File: src/rtl/imem_arbiter_pkg.sv
// Shared widths and owner-tag constants for the instruction-memory arbiter.
package imem_arbiter_pkg;
  localparam int RW     = 16;  // memory address width
  localparam int I_SIZE = 32;  // instruction word width

  // Owner tags recorded per in-flight memory request
  localparam logic TAG_FETCH = 1'b0;
  localparam logic TAG_AUX   = 1'b1;
endpackage

File: src/rtl/imem_arbiter_tag_fifo.sv
// In-order owner-tag FIFO: one 1-bit tag per outstanding memory request.
// A push and a pop in the same cycle are legal even when full.
module imem_arb_tag_fifo #(
  parameter int DEPTH = 2
) (
  input  logic clk,
  input  logic rst,
  input  logic push,
  input  logic din,
  input  logic pop,
  output logic dout,
  output logic full,
  output logic empty
);
  localparam int PW = (DEPTH > 1) ? $clog2(DEPTH) : 1;
  localparam int CW = $clog2(DEPTH + 1);

  logic [DEPTH-1:0] mem;
  logic [PW-1:0]    wptr, rptr;
  logic [CW-1:0]    count;

  function automatic logic [PW-1:0] next_ptr(input logic [PW-1:0] p);
    return (p == PW'(DEPTH - 1)) ? '0 : p + 1'b1;
  endfunction

  // Tag storage; contents need no reset since count gates validity
  always_ff @(posedge clk) begin
    if (push) mem[wptr] <= din;
  end

  // Pointers and occupancy
  always_ff @(posedge clk) begin
    if (rst) begin
      wptr  <= '0;
      rptr  <= '0;
      count <= '0;
    end else begin
      if (push) wptr <= next_ptr(wptr);
      if (pop)  rptr <= next_ptr(rptr);
      case ({push, pop})
        2'b10:   count <= count + 1'b1;
        2'b01:   count <= count - 1'b1;
        default: count <= count;
      endcase
    end
  end

  assign dout  = mem[rptr];
  assign full  = (count == CW'(DEPTH));
  assign empty = (count == '0);
endmodule

File: src/rtl/imem_arbiter.sv
// Shares one pipelined instruction-memory port between fetch (requester 0)
// and an auxiliary requester (1). Submits that cannot issue at once are held
// until they win; acks are routed back via an in-order owner-tag FIFO.
// Optional: define IMEM_ARB_RR_EN for round-robin arbitration (default is
// fixed priority with fetch winning).
module imem_arbiter
  import imem_arbiter_pkg::*;
#(
  parameter int OUTSTANDING = 2
) (
  input  logic              i_clk,
  input  logic              i_rst,
  input  logic [RW-1:0]     r0_addr,
  input  logic              r0_submit,
  output logic [I_SIZE-1:0] r0_data,
  output logic              r0_ack,
  input  logic [RW-1:0]     r1_addr,
  input  logic              r1_submit,
  output logic [I_SIZE-1:0] r1_data,
  output logic              r1_ack,
  output logic [RW-1:0]     m_addr,
  output logic              m_submit,
  input  logic [I_SIZE-1:0] m_data,
  input  logic              m_ack,
  output logic              o_proto_err
);
  logic [1:0]         pend;      // request held, waiting to issue
  logic [1:0][RW-1:0] pend_addr;
  logic [1:0]         flight;    // request issued, waiting for ack
  logic [1:0]         sub, busy, acc, req, rack;
  logic [1:0][RW-1:0] addr;
  logic               win1, issue, pop, slot_free;
  logic               fifo_full, fifo_empty, head_tag;

  assign sub = {r1_submit, r0_submit};
  assign busy = pend | flight;
  // A submit is only taken when that requester has nothing outstanding
  assign acc = sub & ~busy;
  assign req = acc | pend;

  // Held address takes precedence; otherwise bypass the live address
  always_comb begin
    for (int n = 0; n < 2; n++)
      addr[n] = pend[n] ? pend_addr[n] : (n == 0 ? r0_addr : r1_addr);
  end

`ifdef IMEM_ARB_RR_EN
  logic rr_last;  // id of the requester granted most recently

  // On contention the requester not granted last wins
  always_comb begin
    win1 = req[1];
    if (req[0] && req[1]) win1 = ~rr_last;
  end

  // Track last grant; reset favours fetch on the first contention
  always_ff @(posedge i_clk) begin
    if (i_rst)      rr_last <= 1'b1;
    else if (issue) rr_last <= win1;
  end
`else
  // Fetch always wins; requester 1 only when fetch is silent
  always_comb begin
    win1 = req[1] & ~req[0];
  end
`endif

  // A slot frees up in the same cycle an ack pops the head
  assign pop       = m_ack & ~fifo_empty;
  assign slot_free = ~fifo_full | m_ack;
  assign issue     = (|req) & slot_free & ~i_rst;

  assign m_submit = issue;
  assign m_addr   = win1 ? addr[1] : addr[0];

  imem_arb_tag_fifo #(.DEPTH(OUTSTANDING)) u_tag_fifo (
    .clk   (i_clk),
    .rst   (i_rst),
    .push  (issue),
    .din   (win1 ? TAG_AUX : TAG_FETCH),
    .pop   (pop),
    .dout  (head_tag),
    .full  (fifo_full),
    .empty (fifo_empty)
  );

  // Ack routing by head-of-FIFO owner
  assign rack[0] = pop & (head_tag == TAG_FETCH) & ~i_rst;
  assign rack[1] = pop & (head_tag == TAG_AUX)   & ~i_rst;
  assign r0_ack  = rack[0];
  assign r1_ack  = rack[1];
  assign r0_data = m_data;
  assign r1_data = m_data;

  // Per-requester hold and in-flight state
  always_ff @(posedge i_clk) begin
    if (i_rst) begin
      pend      <= '0;
      pend_addr <= '0;
      flight    <= '0;
    end else begin
      for (int n = 0; n < 2; n++) begin
        if (issue && (win1 == n[0])) begin
          pend[n]   <= 1'b0;
          flight[n] <= 1'b1;
        end else begin
          if (acc[n]) begin
            pend[n]      <= 1'b1;
            pend_addr[n] <= addr[n];
          end
          if (rack[n]) flight[n] <= 1'b0;
        end
      end
    end
  end

  // Sticky protocol error: stray ack or submit while already busy
  always_ff @(posedge i_clk) begin
    if (i_rst) o_proto_err <= 1'b0;
    else if ((m_ack && fifo_empty) || |(sub & busy)) o_proto_err <= 1'b1;
  end
endmodule
File: config.mk
export PLATFORM = sky130hd
export DESIGN_NAME = imem_arbiter
export DESIGN_NICKNAME = d
export VERILOG_FILES = /design/src/rtl/imem_arbiter_pkg.sv /design/src/rtl/imem_arbiter_tag_fifo.sv /design/src/rtl/imem_arbiter.sv
export SDC_FILE = /design/constraint.sdc
export NUM_CORES = 1
export LEC_CHECK = 0
export ABC_AREA = 1
export CORE_MARGIN = 3
export CORE_UTILIZATION = 25
export DETAILED_ROUTE_END_ITERATION = 12
export PLACE_DENSITY = 0.59
export SYNTH_ARGS = -nofsm -noshare
export SYNTH_HDL_FRONTEND = slang
export SYNTH_HIERARCHICAL = 1
export SYNTH_SLANG_ARGS = --single-unit
File: constraint.sdc
create_clock -name i_clk -period 4.1 [get_ports i_clk]
set_input_delay 0.615 -clock i_clk [delete_from_list [all_inputs] [get_ports i_clk]]
set_output_delay 0.615 -clock i_clk [all_outputs]
set_load 0.02 [all_outputs]
Figure 1. Placement by cell class (run 1).
Fill, decap, tap and diode cells in grey.
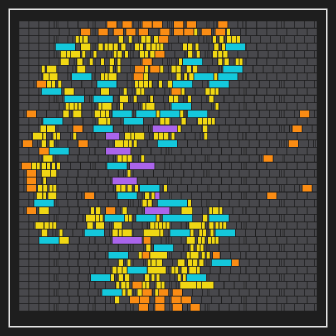
- purple: clock drivers and dummy loads (cells 8; share of their area 5.5%)
- orange: other buffers and delay cells (cells 60; share of their area 19%)
- cyan: flip-flops (cells 43; share of their area 28%)
- yellow: all other logic (cells 288; share of their area 48%)
final core utilization: 28.7%
core area: 11600 um2

Figure 2. I/O nets highlighted (run 1).
Scale bar: 20 um.
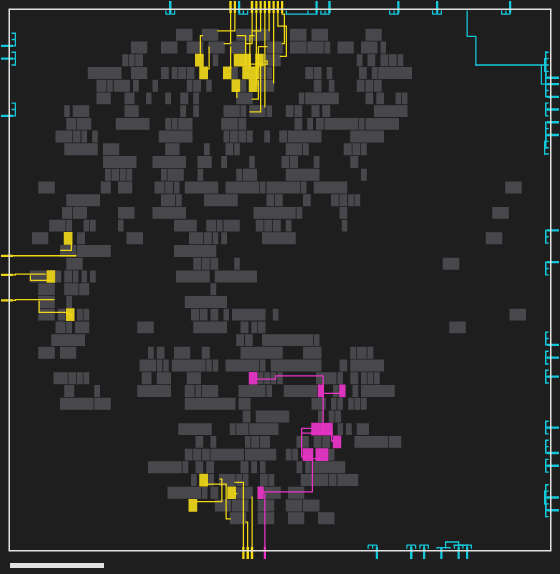
- cyan: r1_data (direction output; end cells 0; buffers 0; wire 192 um)
- magenta: i_rst (direction input; end cells 9; buffers 1; wire 85.5 um)
- yellow: m_addr (direction output; end cells 16; buffers 16; wire 280 um)

Figure 3. Sizing map (run 1).
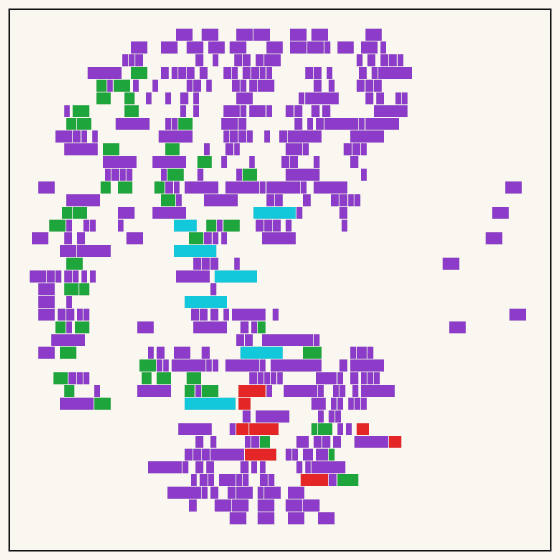
- red: drive 3 to 4 (cells 8; share 2.0%)
- green: drive 2 (cells 47; share 12%)
- purple: drive 1 or less (cells 337; share 84%)
- cyan: drive 6 and up (cells 7; share 1.8%)
Synth-to-Final Area Change: 10.7%
Buffers, non-clock: 60
final worst slack: 0.769 ns
design area: 3310 um2

==> metrics.cfg, run 1 <==
[sta]
rsz0062_at_grt=false
worst_pin_slew_ns=0.623
slew_viol_final=0
fin_skew_ns=0.00341
finalCritPeriodShare_pct=81.2
period_minus_slack_ns=3.33
finalHoldViolCount=0
whs_ns=0.451
max_slew_margin_pct=58.4
fmaxAchievable_mhz=300
tns_ns=0
setup_violations=0

[synth]
ys_seq_share_pct=29.4
common_cells=69 x buf_4, 60 x nand2_1, 45 x inv_1
syn_nets=488
async_flop_share_pct=0
top_cell_area_share_pct=27.4
ys_sh_adder_pct=0.418
yosysMostFrequentCell=buf_4
synth_cell_types=32
top_area_cell=dfxtp_1
synthCells=418
syn_area_um2=3000
top_cells_by_area=dfxtp_1 27%, buf_4 17%, nand2_1 7.5%
synth-compound-area-share_pct=20.9
ys.flops=43
postSynthAreaPerCell_um2=7.17
edf_count=2
ys_sh_xor_pct=0.292
synth_chip_area_um2=3000
yosysCellCount=418
flop_cell=dfxtp_1
mux_share_pct=0.376
synth-warning-count=6
synth.logic.top_family=buffers and inverters

[layout]
regArea_um2=881
mostFrequentLayoutCell=nand2_1
final_cell_mix=60 x nand2_1, 56 x clkdlybuf4s50_1, 45 x inv_1
final_nets=468
drive_gt1_share_pct=15.5
fillCellCount=1222
antenna_cells=0
combGateArea_um2=1310
stdcell_count=542

[critical_path]
crit_required_ns=3.48
cp-start-kind=input pin
path_max_fanout=33
cp_num_cells=6
cp.arrival_ns=2.72
path_cells=clkdlybuf4s50_1, inv_1, o21bai_4, nand2_2, o21ai_1, clkdlybuf4s50_1
cp_common_cell=clkdlybuf4s50_1
cpMaxStageDelayCell=clkdlybuf4s50_1
crit_path_start=r1_submit
timing.rr.end=u_tag_fifo/count[1]$_SDFFE_PP0P_
crit_buf_inv=3
r2r_setup_slack_ns=2.15
reg2reg_depth=11
endpoint_kind=output pin
cp_top_family=buffers and inverters
critPathMaxStageDelay_ns=0.65
path_class=in2out

[status]
status=complete, no violations

[clock_network]
cts_buffers=5
cts_sinks=43
ctsLongestPathBuffers=2
htreeDepth=2
clkLatencyLatePin_ns=0.28
cts_resized=0
cts_setup_buffers=0
clk_pin_slew_ns=0.06
cts_tree=done

[floorplan]
io_pins=153
die-width_um=115
floorplan.core_util_pct=25.9
die_area_um2=13300
num_rows=39
die_y_um=115

[global_routing]
gr-usage-met2_pct=15.9
grt_max_degree=37
grtUsageTotal_pct=10.1
use_met1_pct=13.7
overflow=0
busiest_layer=met2
grt_pass1_vias=2204
use_met3_pct=2.82
grt_pass1_wl_um=10800

[drt]
wl_met3_um=409
first_pass_iters=4
post-route-drc-count=0
routed-wl-met2_um=3110
drt-initial-drc-count=112
route.antenna.remaining_nets=0
wl_met1_um=3170
detail_route.wl_per_cell_um=12.4
top_layer_used=met4
routed_wl_um=6740
vias=2371

[worst_hold_path]
min_delay_worst_endpoint=pend_addr[3]$_SDFFE_PP0P_
holdPathStages=2
hold_path.class=reg2reg
holdCritStartpoint=pend_addr[3]$_SDFFE_PP0P_

[place]
placed_cell_area_um2=3140
dp_hpwl_um=4990
io_buffers=56
gp_congestion=0.782
place_ws_ns=0.769
dp.cells=534

[power_and_ir_drop]
power.density_nw_per_um2=514
irDropWorstVdd_uv=144
p_total_mw=1.70
power_leakage_nw=1.28

[flow_run]
warnings=26
drv_cap=0

[run 1: power breakdown]
part           total (mW)  switching, mW  internal, mW
Sequential          0.554         0.0514         0.502
Clock               0.459          0.156         0.303
Combinational       0.691          0.406         0.285
[run 1: registers in the layout (all words and copies together) (netlist names)]
| register | flops |
|---|---|
| flight | 2 |
| o_proto_err | 1 |
| pend | 2 |
| pend_addr | 32 |
| u_tag_fifo/count | 2 |
| u_tag_fifo/mem | 2 |
| u_tag_fifo/rptr | 1 |
| u_tag_fifo/wptr | 1 |
[run 1: final cells by class]
type / instances / share of cell area, %
clock buffers: 6 / 4.19
inverters: 47 / 5.32
clock inverters: 2 / 1.06
multi-input cells: 241 / 39.6
well taps: 143 / 5.40
repair buffers: 60 / 17.8
flip-flops and latches: 43 / 26.6
==> run 2, diff against run 1 <==
--- a/config.mk
+++ b/config.mk
@@ -9,7 +9,7 @@
 export CORE_MARGIN = 3
 export CORE_UTILIZATION = 25
 export DETAILED_ROUTE_END_ITERATION = 12
-export PLACE_DENSITY = 0.59
+export PLACE_DENSITY = 0.61
 export SYNTH_ARGS = -nofsm -noshare
 export SYNTH_HDL_FRONTEND = slang
 export SYNTH_HIERARCHICAL = 1
==> constraint.sdc (replaced) <==
create_clock -name i_clk -period 2.8 [get_ports i_clk]
set_input_delay 0.42 -clock i_clk [delete_from_list [all_inputs] [get_ports i_clk]]
set_output_delay 0.42 -clock i_clk [all_outputs]
set_load 0.02 [all_outputs]
Figure 4. Metal layers overlaid (run 2).
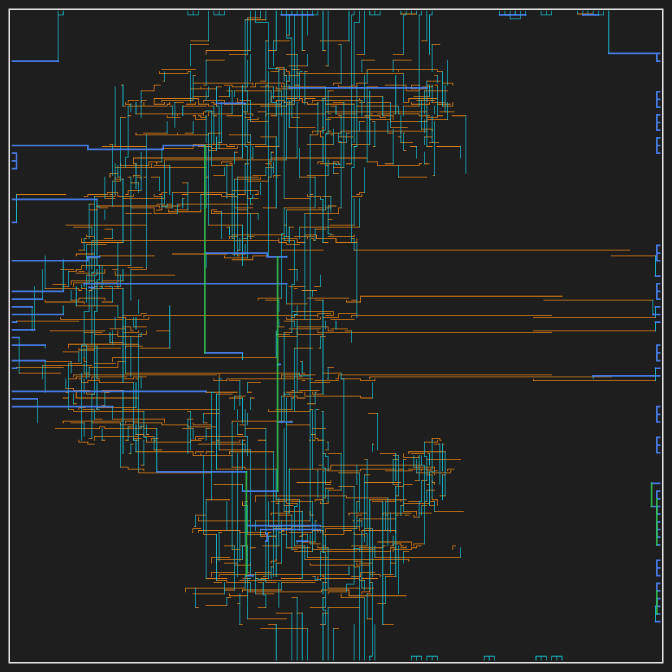
- orange: met1 (wire length 3150 um)
- green: met4 (wire length 113 um)
- cyan: met2 (wire length 2960 um)
- blue: met3 (wire length 419 um)

Figure 5. Placement by cell class (run 2).
Fill, decap, tap and diode cells in grey.
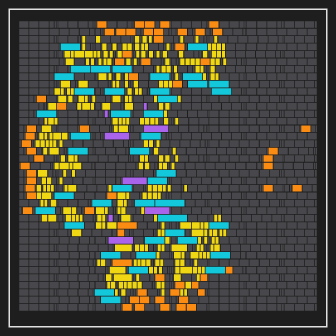
- yellow: all other logic (cells 288; share of their area 47%)
- purple: clock drivers and dummy loads (cells 8; share of their area 4.4%)
- cyan: flip-flops (cells 43; share of their area 28%)
- orange: other buffers and delay cells (cells 63; share of their area 20%)

==> metrics.cfg, run 2 <==
[drt]
wl_met1_um=3150
vias=2373
first_pass_iters=4
drt-initial-drc-count=105
routed-wl-met2_um=2960
top_layer_used=met4
wl_met3_um=418
detail_route.wl_per_cell_um=12.2

[global_routing]
use_met1_pct=13.5
grt_max_degree=37
gr-usage-met2_pct=15.7
overflow=0
grt_pass1_vias=2283
use_met3_pct=2.66
grt_pass1_wl_um=11000
busiest_layer=met2
grtUsageTotal_pct=10.1

[power_and_ir_drop]
seq_cell_power_mw=0.813
p_total_mw=2.40
p_seq_share_pct=33.9
p_clk_share_pct=23.0
maxPowerGroup=combinational cells
swShare_pct=37.4
irDropWorstVdd_uv=245
internal_power_mw=1.50
pwr-share-comb_pct=43.1
comb-power_mw=1.04
power.switching_mw=0.898
power.density_nw_per_um2=722

[synth]
postSynthAreaPerCell_um2=7.17
edf_count=2
yosysCellCount=418
common_cells=69 x buf_4, 60 x nand2_1, 45 x inv_1
async_flop_share_pct=0
synthCells=418
ys_seq_share_pct=29.4
top_cell_area_share_pct=27.4
flop_cell=dfxtp_1
yosysMostFrequentCell=buf_4
ys.flops=43
syn_area_um2=3000
syn_nets=488
synth_cell_types=32
top_cells_by_area=dfxtp_1 27%, buf_4 17%, nand2_1 7.5%
synth_chip_area_um2=3000

[worst_hold_path]
min_delay_worst_endpoint=pend_addr[14]$_SDFFE_PP0P_
hold_path.class=reg2reg
holdCritStartpoint=pend_addr[14]$_SDFFE_PP0P_

[flow_run]
warnings=26
drv_cap=0

[status]
status=complete, no violations

[layout]
post-route-util_pct=28.8
area_growth_pct=11.0
final_nets=471
drive_gt1_share_pct=15.7
fillCellCount=1220
antenna_cells=0
mostFrequentLayoutCell=nand2_1
largest_reg_flops=32
largest-register=pend_addr
stdcell_count=545

[sta]
finalWorstSetupSlack_ns=0.136
max_slew_margin_pct=62.2
period_minus_slack_ns=2.66
tns_ns=0
finalHoldViolCount=0
worst_pin_slew_ns=0.567
fmaxAchievable_mhz=375
finalCritPeriodShare_pct=95.1
rsz0062_at_grt=false

[floorplan]
die_y_um=115
num_rows=39
io_pins=153
die-width_um=115

[clock_network]
htreeDepth=2
cts_buffers=5
cts_setup_buffers=0
clkLatencyLatePin_ns=0.28
clk_pin_slew_ns=0.06
cts_tree=done
cts_sinks=43
cts_resized=0

[critical_path]
crit_path_start=m_ack
cpMaxStageDelayCell=clkdlybuf4s50_1
critPathMaxStageDelay_ns=0.62
endpoint_kind=output pin
timing.rr.end=u_tag_fifo/count[1]$_SDFFE_PP0P_
cp.arrival_ns=2.24
path_class=in2out
reg2reg_depth=10
path_cells=clkdlybuf4s50_1, inv_1, a21oi_2, o21ai_0, nand2_1, clkdlybuf4s50_1
cp-start-kind=input pin
r2r_setup_slack_ns=0.86

[place]
gp_congestion=0.840
dp_hpwl_um=5010
dp.cells=537
placed_cell_area_um2=3190

## run 2: cell counts after synthesis
No cell type changed its count.
## run 2: logic make-up after synthesis
group,after synthesis,share of synthesized area (%)
and+or+nand+nor,131,21.8
adders and majority gates,1,0.418
buffers and inverters,134,26.7
muxes,1,0.376
DFF,43,29.4
AOI/OAI and AO/OA,107,20.9
xor gates and xnor gates,1,0.292
## run 2: cell type report
cell class,instances,area (um2),area share (%)
sequential,43,881,26.5
inverter,47,176,5.30
multi-input combinational,241,1310,39.5
clock inverter,1,5.00,0.150
timing repair buffer,63,638,19.2
tap,143,179,5.38
clock buffer,7,133,3.99
## run 2: critical path, delay by kind of cell
family / cells / cell delay [ns]
buffers and inverters: 3 / 1.19
AOI/OAI and AO/OA: 2 / 0.46
and+or+nand+nor: 1 / 0.16
==> run 3, diff against run 2 <==
--- a/config.mk
+++ b/config.mk
@@ -10,6 +10,7 @@
 export CORE_UTILIZATION = 25
 export DETAILED_ROUTE_END_ITERATION = 12
 export PLACE_DENSITY = 0.61
+export SLEW_MARGIN = 30
 export SYNTH_ARGS = -nofsm -noshare
 export SYNTH_HDL_FRONTEND = slang
 export SYNTH_HIERARCHICAL = 1
==> constraint.sdc (replaced) <==
create_clock -name i_clk -period 2.8 [get_ports i_clk]
set_input_delay 0.84 -clock i_clk [delete_from_list [all_inputs] [get_ports i_clk]]
set_output_delay 0.84 -clock i_clk [all_outputs]
set_load 0.02 [all_outputs]
Figure 6. Placement by cell class (run 3).
Fill, decap, tap and diode cells in grey.
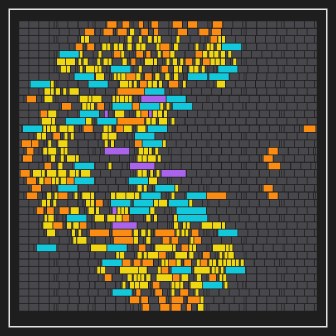
- yellow: all other logic (cells 288; share of their area 44%)
- purple: clock drivers and dummy loads (cells 8; share of their area 3.9%)
- orange: other buffers and delay cells (cells 105; share of their area 28%)
- cyan: flip-flops (cells 43; share of their area 25%)
design area: 3730 um2
final core utilization: 32.3%
flop share of the area: 23.6%
row count: 39

Figure 7. Metal layers overlaid (run 3).
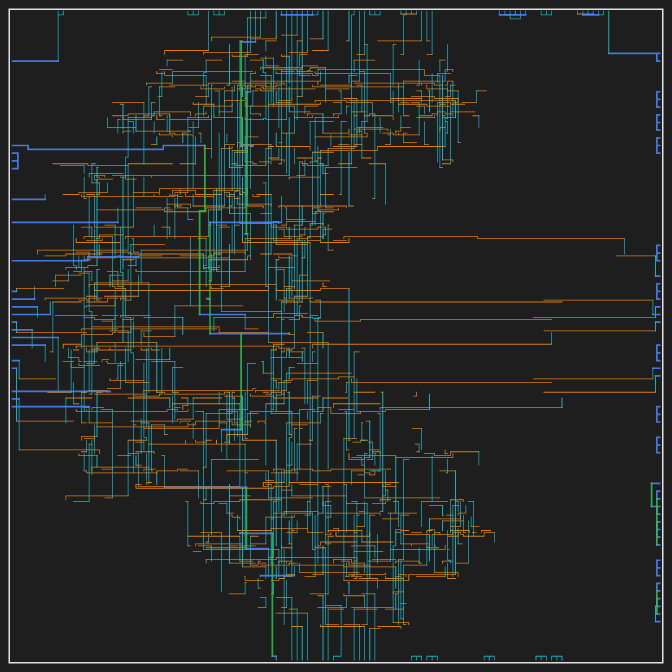
- orange: met1 (wire length 3530 um)
- green: met4 (wire length 160 um)
- cyan: met2 (wire length 3410 um)
- blue: met3 (wire length 324 um)
Routed WL: 7420 um
WL/cell: 12.6 um
global-route usage over all layers: 11.6%
via count: 2560

==> metrics.cfg, run 3 <==
[global_routing]
grt_max_degree=37
gr-usage-met2_pct=18.1
use_met1_pct=15.9
busiest_layer=met2
overflow=0
grt_pass1_wl_um=12500
antenna_found_initial=0
use_met3_pct=2.61
grt_pass1_vias=2497

[flow_run]
drv_cap=0
warnings=27

[power_and_ir_drop]
power.density_nw_per_um2=703
seq_cell_power_mw=0.814
internal_power_mw=1.64
maxPowerGroup=combinational cells
p_clk_mw=0.565
p_seq_share_pct=31.0
p_clk_share_pct=21.6
p_total_mw=2.62
irDropWorstVdd_uv=316
swShare_pct=37.4
power.switching_mw=0.980
power_leakage_nw=1.59
pwr-share-comb_pct=47.4
comb-power_mw=1.24

[synth]
synth-warning-count=6
ys_sh_adder_pct=0.418
synthCells=418
synth_chip_area_um2=3000
yosysMostFrequentCell=buf_4
mux_share_pct=0.376
common_cells=69 x buf_4, 60 x nand2_1, 45 x inv_1
syn_nets=488
syn_area_um2=3000
synth-compound-area-share_pct=20.9
synth.logic.top_family=buffers and inverters
edf_count=2
synth_cell_types=32
top_cells_by_area=dfxtp_1 27%, buf_4 17%, nand2_1 7.5%
yosysCellCount=418
flop_cell=dfxtp_1
top_cell_area_share_pct=27.4
ys_seq_share_pct=29.4
async_flop_share_pct=0
ys_sh_xor_pct=0.292
top_area_cell=dfxtp_1
ys_sh_simple_pct=21.8
ys.flops=43
postSynthAreaPerCell_um2=7.17

[drt]
drt-initial-drc-count=148
post-route-drc-count=0
vias_per_cell=4.36
first_pass_iters=4
route.antenna.remaining_nets=0
routed-wl-met2_um=3410
top_layer_used=met4
wl_met1_um=3530
wl_met3_um=324

[sta]
whs_ns=0.454
max_slew_margin_pct=74.3
finalCritPeriodShare_pct=98.6
setup_violations=0
period_minus_slack_ns=2.76
worst_pin_slew_ns=0.385
fmaxAchievable_mhz=362
finalHoldViolCount=0
slew_viol_final=0
tns_ns=0
fin_skew_ns=0.00482
rsz0062_at_grt=true

[layout]
regArea_um2=881
final_cell_mix=60 x nand2_1, 53 x buf_4, 43 x inv_1
area_growth_pct=24.6
largest-register=pend_addr
mostFrequentLayoutCell=nand2_1
drive_gt1_share_pct=31.3
combGateArea_um2=1380
antenna_cells=0
largest_reg_flops=32
fillCellCount=1216
final_nets=513

[critical_path]
rr_startpoint=u_tag_fifo/count[1]$_SDFFE_PP0P_
crit_path_start=r0_submit
r2r_setup_slack_ns=0.84
timing.rr.end=u_tag_fifo/count[1]$_SDFFE_PP0P_
cp.arrival_ns=1.92
cp-start-kind=input pin
path_class=in2out
crit_required_ns=1.96
reg2reg_depth=14
endpoint_kind=output pin
path_max_fanout=7

[clock_network]
clk_pin_slew_ns=0.06
cts_resized=100
ctsLongestPathBuffers=2
clkLatencyLatePin_ns=0.28
htreeDepth=2
cts_buffers=5
cts_setup_buffers=4
postCtsHoldBufs=0
cts_sinks=43
cts_tree=done

[floorplan]
die_y_um=115
io_pins=153
die_area_um2=13300
die-width_um=115
core-area_um2=11600
floorplan.core_util_pct=25.9

[place]
gp_congestion=0.817
dp_hpwl_um=5290
io_buffers=56
placed_cell_area_um2=3480

[worst_hold_path]
min_delay_worst_endpoint=pend_addr[5]$_SDFFE_PP0P_
holdCritStartpoint=pend_addr[5]$_SDFFE_PP0P_
holdPathStages=2
hold_path.class=reg2reg

[status]
status=complete, no violations

[run 3: cell counts after synthesis]
Identical to the previous run, type by type.
[run 3: area by class of cell]
cell class / instances / share of cell area [%]
multi-input combinational: 241 / 36.9
timing repair buffer: 105 / 26.3
sequential: 43 / 23.6
tap: 143 / 4.79
inverter: 47 / 4.73
clock buffer: 7 / 3.55
clock inverter: 1 / 0.134
[run 3: worst max-delay path, stage by stage]
cell,delay [ns]
dlygate4sd2_1,0.28
a21oi_4,0.19
nand2_4,0.14
buf_12,0.17
nand2_1,0.07
o21ai_1,0.07
buf_4,0.16
[run 3: metrics by stage]
step                std cells  setup WS [ns]
detailed placement        571         -0.592
finish                    587         0.0384
floorplan                 418          0.265
CTS                       585       0.000210
global route              587       -0.00519
global placement          571         -0.583
No activity file was given, so power comes from the tool's default toggle rates.
